==> run_1/route_heat.png <==
9 x 9 tiles, from dark blue (low) to red (high), scaled to the fullest tile. Values are wire area over tile area, all layers added.
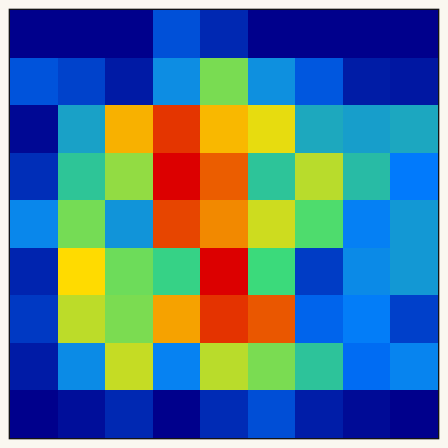
==> run_1/ff_map.png <==
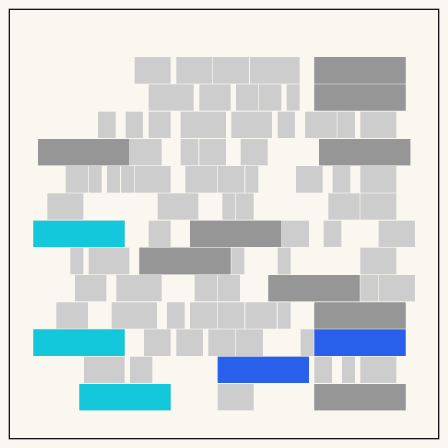
==> run_1/gates.png <==
Bar = 10 microns.
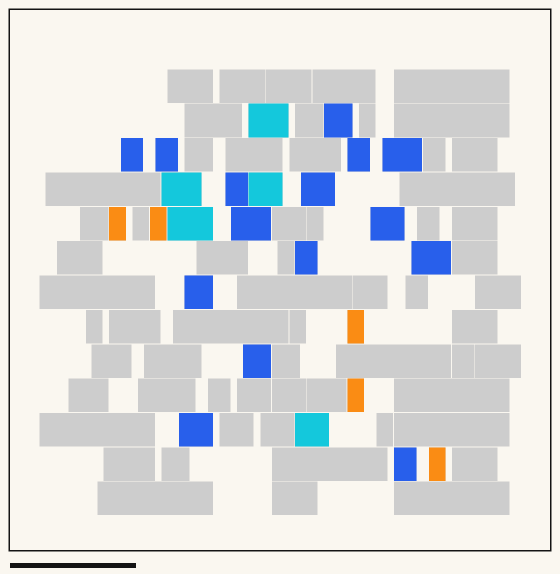
==> config.mk <==
export PLATFORM = sky130hd
export DESIGN_NAME = serial_mag_comparator
export DESIGN_NICKNAME = d
export VERILOG_FILES = /design/src/rtl/serial_mag_comparator.sv
export SDC_FILE = /design/constraint.sdc
export NUM_CORES = 1
export LEC_CHECK = 0
export ABC_CLOCK_PERIOD_IN_PS = 2000
export CAP_MARGIN = 20
export CORE_MARGIN = 2
export CORE_UTILIZATION = 49
export DETAILED_ROUTE_END_ITERATION = 10
export GPL_TIMING_DRIVEN = 0
export PLACE_DENSITY_LB_ADDON = 0.15
export SYNTH_ARGS = -nofsm -noshare
export SYNTH_HDL_FRONTEND = slang
export SYNTH_SLANG_ARGS = --single-unit
export TNS_END_PERCENT = 100
==> constraint.sdc <==
create_clock -name clk -period 2 [get_ports clk]
set_input_delay 0.3 -clock clk [delete_from_list [all_inputs] [get_ports clk]]
set_output_delay 0.3 -clock clk [all_outputs]
set_load 0.02 [all_outputs]
==> out/README.md, run 1 <==
| Stage | Result | This run |
|---|---|---|
| route | Remaining antenna violation count after routing | 0 |
| run status | Outcome | finished clean |
| floorplanning | Number of tap cells added at floorplan | 15 |
| synthesis | Top non-seq family | simple AND/OR/NAND/NOR gates |
| synthesis | Flops & latches, synth | 14 |
| critical path | Largest stage delay, worst path | 0.46 ns |
| clock network | Hold buffer count at CTS | 0 |
| route | First drt pass iteration count | 4 |
| placed design | Total placed instance area | 875 sq um |
| placed design | Tally of buffers added on design ports | 12 |
| global routing | Met2 GRT Util | 27.3% |
| power | Static power due to leakage | 0.000427 uW |
| flow run | Tool Warnings | 26 |
| synthesis | Yosys warning total | 0 |
| finish | Filler cells | 107 |
| global routing | Met1 capacity usage during global routing | 24.6% |
| power | Total power of the final layout | 1080 uW |
| clock network | Number of buffers added for setup after CTS | 0 |
| final timing | TNS Setup | 0 ns |
| finish | Clock network contribution to total cell area | 3.98% |
| final timing | Crit path setup slack, layout | 0.131 ns |
| placed design | HPWL reported at the end of detailed placement | 1040 microns |
| finish | ANT cells | 0 |
| synthesis | Chip area line of the yosys report | 736 sq um |
| synthesis | Top cells by area | sky130_fd_sc_hd__dfrtp_1 48%, sky130_fd_sc_hd__ha_1 5.1%, sky130_fd_sc_hd__mux2_2 3.1% |
| final timing | Relative slew slack | 58.7% |
| synthesis | Most frequent cell after synthesis | sky130_fd_sc_hd__dfrtp_1 |
| clock network | Root cell of the clock tree | sky130_fd_sc_hd__clkbuf_4 |
| clock network | Clock Latency Late Sink | 0.28 ns |
| power | Switching power summed over all nets | 384 uW |
| power | Flop pwr share | 40.8% |
| final timing | Period utilisation layout | 93.4% |
| flow run | Number of max-cap violations | 0 |
| synthesis | Area leader share | 47.6% |
| final timing | Setup violation total in the final timing report | 0 |
| clock network | Maximum root-to-sink buffer count | 2 |
| final timing | Slew at the pin closest to its max-slew limit | 0.618 ns |
| placed design | Placed cells | 97 |
| floorplanning | Initial Utilization | 54.5% |
| route | DRC Markers | 0 |
| critical path | Worst reg-to-reg path cell count | 4 |
| critical path | Category of the most critical setup path | in -> reg |
| clock network | Clock input transition at the sequential cells of the worst setup and hold paths | 0.09 ns |
| power | Sw Share | 35.7% |
| synthesis | Distinct cell type count after synthesis | 32 |
| clock network | Number of sinks driven by the clock tree | 14 |
| synthesis | Adder-cell area share of the yosys netlist | 5.10% |
| synthesis | Synth area leader | sky130_fd_sc_hd__dfrtp_1 |
| critical path | Total stage count of the critical path | 5 |
| critical path | Startpoint kind of the worst setup timing path | input pin |
| critical path | Top Family by Delay on Critical Path | AND-OR/OR-AND gates |
| critical path | Critical path data required time | 2.21 ns |
| route | Violation count after the first detailed-routing iteration | 9 |
| power | Power per cell area | 1180 nW/um^2 |
| route | Highest Signal Layer | met4 |
| power | Power share of the clock group | 18.9% |
| global routing | Largest net degree at the start of global routing | 15 |
| worst hold path | Kind of path behind the tightest hold check | in -> async |
| clock network | CTS H-tree lvls | 1 |
| route | Routed length on met2 | 624 microns |
| synthesis | Area fraction in mux cells | 3.06% |
| synthesis | Gate count of the mapped netlist | 70 |
| critical path | CP Cell Sequence | clkdlybuf4s50_1 -> ha_1 -> or3b_1 -> a2111o_1 -> o21ai_2 |
| global routing | Total global routing overflow | 0 |
| finish | Logic area | 358 sq um |
| synthesis | Number of enable-type register cells in the synthesized netlist | 0 |
| final timing | Worst hold slack | 0.402 ns |
| finish | Net count of the finished layout | 97 |
| synthesis | Sequential element share of the synthesized area | 47.6% |
| finish | Ratio of cells with drive above 1 in the final layout | 10.5% |
| synthesis | Top_reg_cell synth | sky130_fd_sc_hd__dfrtp_1 |
| finish | Top cell class by occupied area | combinational gates |
| final timing | Final number of hold-violating endpoints | 0 |
| finish | Non-clock inverter total of the final layout | 5 |
| finish | Buffer share of cell area | 14.1% |
| floorplanning | Number of placed I/O pins | 13 |
| route | Via/cell ratio | 5.90 |
| synthesis | Ys async rst share | 100% |
| global routing | Vias in the first global route | 567 |
| synthesis | Yosys cell count | 70 |
| global routing | Global-route wire length before repair | 2480 microns |
| finish | Summed area of non-filler cells in the final layout | 911 sq um |
| route | M1 wire length | 728 microns |
-- route_heat.png (at the start) --
tiles over half the peak = 31%
densest ninth of the die = centre
fullest tile = 0.34
mean over tiles = 0.12
nearly empty tiles = 14%
GRT Resource Usage Total: 18.3%
detailed-route via count: 596
final wirelength: 1430 microns
post-DR wirelength/cell: 14.1 microns

-- ff_map.png (at the start) --
blue -> state  # sequential cells 2
cyan -> cnt  # sequential cells 3
not coloured = 9
flip-flop and latch share of the layout cell area: 38.5%
sequential standard cell area: 350 sq um
utilization of the core after routing: 67.5%
Seq power: 439 uW

-- gates.png (at the start) --
cyan -> and/or cells  # cells 5
blue -> aoi and oai cells  # cells 15
orange -> inv cells  # cells 5
most frequent logic cell in the layout: sky130_fd_sc_hd__dfrtp_1
filler-free cell count of the finished design: 101
combinational share of cell area: 39.3%

==> run_1/layers.png <==
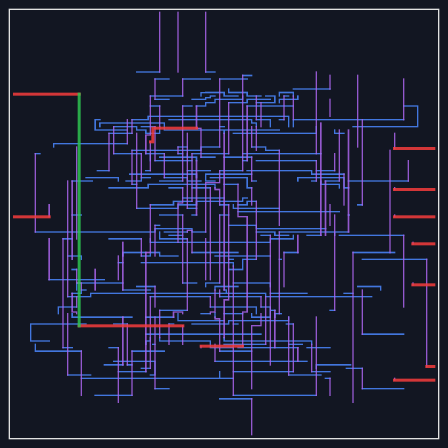

==> run 1 -> run 2 <==
--- a/config.mk
+++ b/config.mk
@@ -5,13 +5,16 @@
 export SDC_FILE = /design/constraint.sdc
 export NUM_CORES = 1
 export LEC_CHECK = 0
+export ABC_AREA = 1
 export ABC_CLOCK_PERIOD_IN_PS = 2000
 export CAP_MARGIN = 20
 export CORE_MARGIN = 2
 export CORE_UTILIZATION = 49
+export CTS_CLUSTER_DIAMETER = 60
 export DETAILED_ROUTE_END_ITERATION = 10
 export GPL_TIMING_DRIVEN = 0
 export PLACE_DENSITY_LB_ADDON = 0.15
+export SKIP_LAST_GASP = 1
 export SYNTH_ARGS = -nofsm -noshare
 export SYNTH_HDL_FRONTEND = slang
 export SYNTH_SLANG_ARGS = --single-unit
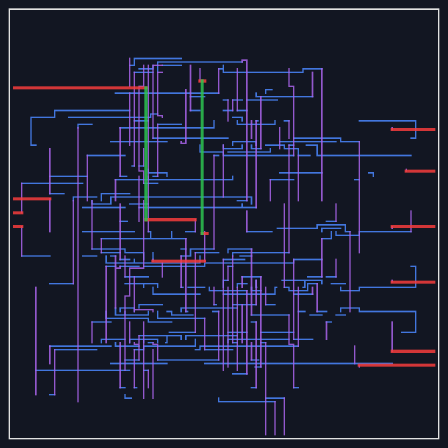
(run_2/layers.png)
green -> M4  # wire length 27.9 microns
purple -> M2  # wire length 535 microns
red -> M3  # wire length 54.5 microns
blue -> M1  # wire length 595 microns
GRT Resource Usage Total: 16.4%
post-DR wirelength/cell: 10.3 microns
final wirelength: 1210 microns
detailed-route via count: 562

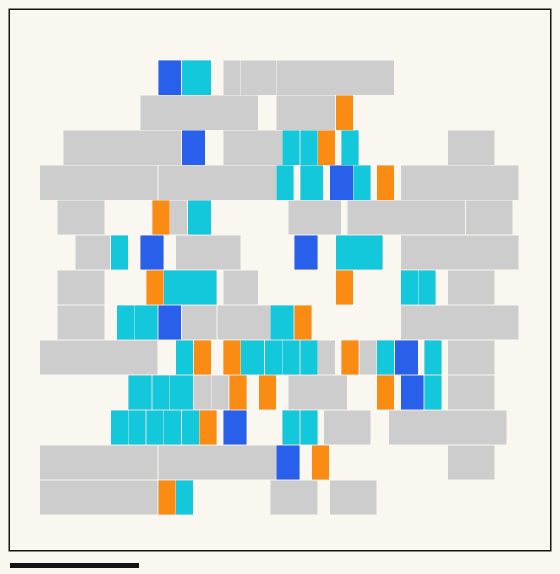
(run_2/gates.png)
Bar = 10 microns.
cyan -> nand cells  # cells 35
blue -> aoi and oai cells  # cells 10
orange -> inv cells  # cells 16
filler-free cell count of the finished design: 118
most frequent logic cell in the layout: sky130_fd_sc_hd__nand2_1
combinational share of cell area: 33.6%

==> out/README.md, run 2 <==
| Stage | Result | This run | vs previous |
|---|---|---|---|
| run status | Outcome | finished clean | unchanged |
| synthesis | Top_reg_cell synth | sky130_fd_sc_hd__dfrtp_1 | unchanged |
| finish | Flip-flop and latch share of the layout cell area | 39.7% | was 38.5% |
| finish | Clock network contribution to total cell area | 4.11% | was 3.98% |
| clock network | Hold buffer count at CTS | 0 | unchanged |
| finish | Top cell class by occupied area | sequential cells | was combinational gates |
| placed design | Placed cells | 114 | was 97 |
| global routing | Total global routing overflow | 0 | unchanged |
| finish | Sequential standard cell area | 350 sq um | unchanged |
| critical path | Total stage count of the critical path | 10 | was 5 |
| clock network | CTS H-tree lvls | 1 | unchanged |
| synthesis | Sequential element share of the synthesized area | 49.6% | was 47.6% |
| route | First drt pass iteration count | 4 | unchanged |
| global routing | Met2 GRT Util | 26.9% | was 27.3% |
| floorplanning | Initial Utilization | 53.7% | was 54.5% |
| clock network | Number of buffers added for setup after CTS | 0 | unchanged |
| final timing | Period utilisation layout | 83.1% | was 93.4% |
| power | Power share of the clock group | 19.0% | was 18.9% |
| power | Sw Share | 38.2% | was 35.7% |
| route | Via/cell ratio | 4.76 | was 5.90 |
| synthesis | Top non-seq family | simple AND/OR/NAND/NOR gates | unchanged |
| critical path | Largest stage delay, worst path | 0.47 ns | was 0.46 ns |
| synthesis | Yosys warning total | 0 | unchanged |
| power | Seq power | 428 uW | was 439 uW |
| power | Switching power summed over all nets | 407 uW | was 384 uW |
| finish | Logic area | 297 sq um | was 358 sq um |
| synthesis | Area leader share | 49.6% | was 47.6% |
| flow run | Tool Warnings | 26 | unchanged |
| placed design | Tally of buffers added on design ports | 12 | unchanged |
| finish | Non-clock inverter total of the final layout | 16 | was 5 |
| final timing | Final number of hold-violating endpoints | 0 | unchanged |
| synthesis | Ys async rst share | 100% | unchanged |
| route | Remaining antenna violation count after routing | 0 | unchanged |
| synthesis | Most frequent cell after synthesis | sky130_fd_sc_hd__nand2_1 | was sky130_fd_sc_hd__dfrtp_1 |
| final timing | Setup violation total in the final timing report | 0 | unchanged |
| global routing | Met1 capacity usage during global routing | 20.1% | was 24.6% |
| power | Flop pwr share | 40.1% | was 40.8% |
| synthesis | Synth area leader | sky130_fd_sc_hd__dfrtp_1 | unchanged |
| final timing | Slew at the pin closest to its max-slew limit | 0.623 ns | was 0.618 ns |
| floorplanning | Number of placed I/O pins | 13 | unchanged |
| power | Power per cell area | 1210 nW/um^2 | was 1180 nW/um^2 |
| route | Highest Signal Layer | met4 | unchanged |
| final timing | Crit path setup slack, layout | 0.338 ns | was 0.131 ns |
| power | Total power of the final layout | 1070 uW | was 1080 uW |
| finish | Filler cells | 103 | was 107 |
| floorplanning | Number of tap cells added at floorplan | 15 | unchanged |
| global routing | Vias in the first global route | 547 | was 567 |
| synthesis | Area fraction in mux cells | 0% | was 3.06% |
| final timing | TNS Setup | 0 ns | unchanged |
| final timing | Worst hold slack | 0.401 ns | was 0.402 ns |
| finish | Summed area of non-filler cells in the final layout | 882 sq um | was 911 sq um |
| clock network | Clock Latency Late Sink | 0.28 ns | about the same |
| critical path | Top Family by Delay on Critical Path | simple AND/OR/NAND/NOR gates | was AND-OR/OR-AND gates |
| finish | Utilization of the core after routing | 67.0% | was 67.5% |
| synthesis | Chip area line of the yosys report | 707 sq um | was 736 sq um |
| route | Violation count after the first detailed-routing iteration | 10 | was 9 |
| route | Routed length on met2 | 534 microns | was 624 microns |
| critical path | CP Cell Sequence | clkdlybuf4s50_1 -> ha_1 -> nor2_1 -> nand2_1 -> o21ai_0 -> nand3_1 -> nand2_1 -> nand2_1 -> nand2_1 -> nand2_1 | was clkdlybuf4s50_1 -> ha_1 -> or3b_1 -> a2111o_1 -> o21ai_2 |
| critical path | Category of the most critical setup path | in -> reg | unchanged |
| synthesis | Yosys cell count | 87 | was 70 |
| power | Static power due to leakage | 0.000459 uW | was 0.000427 uW |
Power and IR drop assume default switching activity.
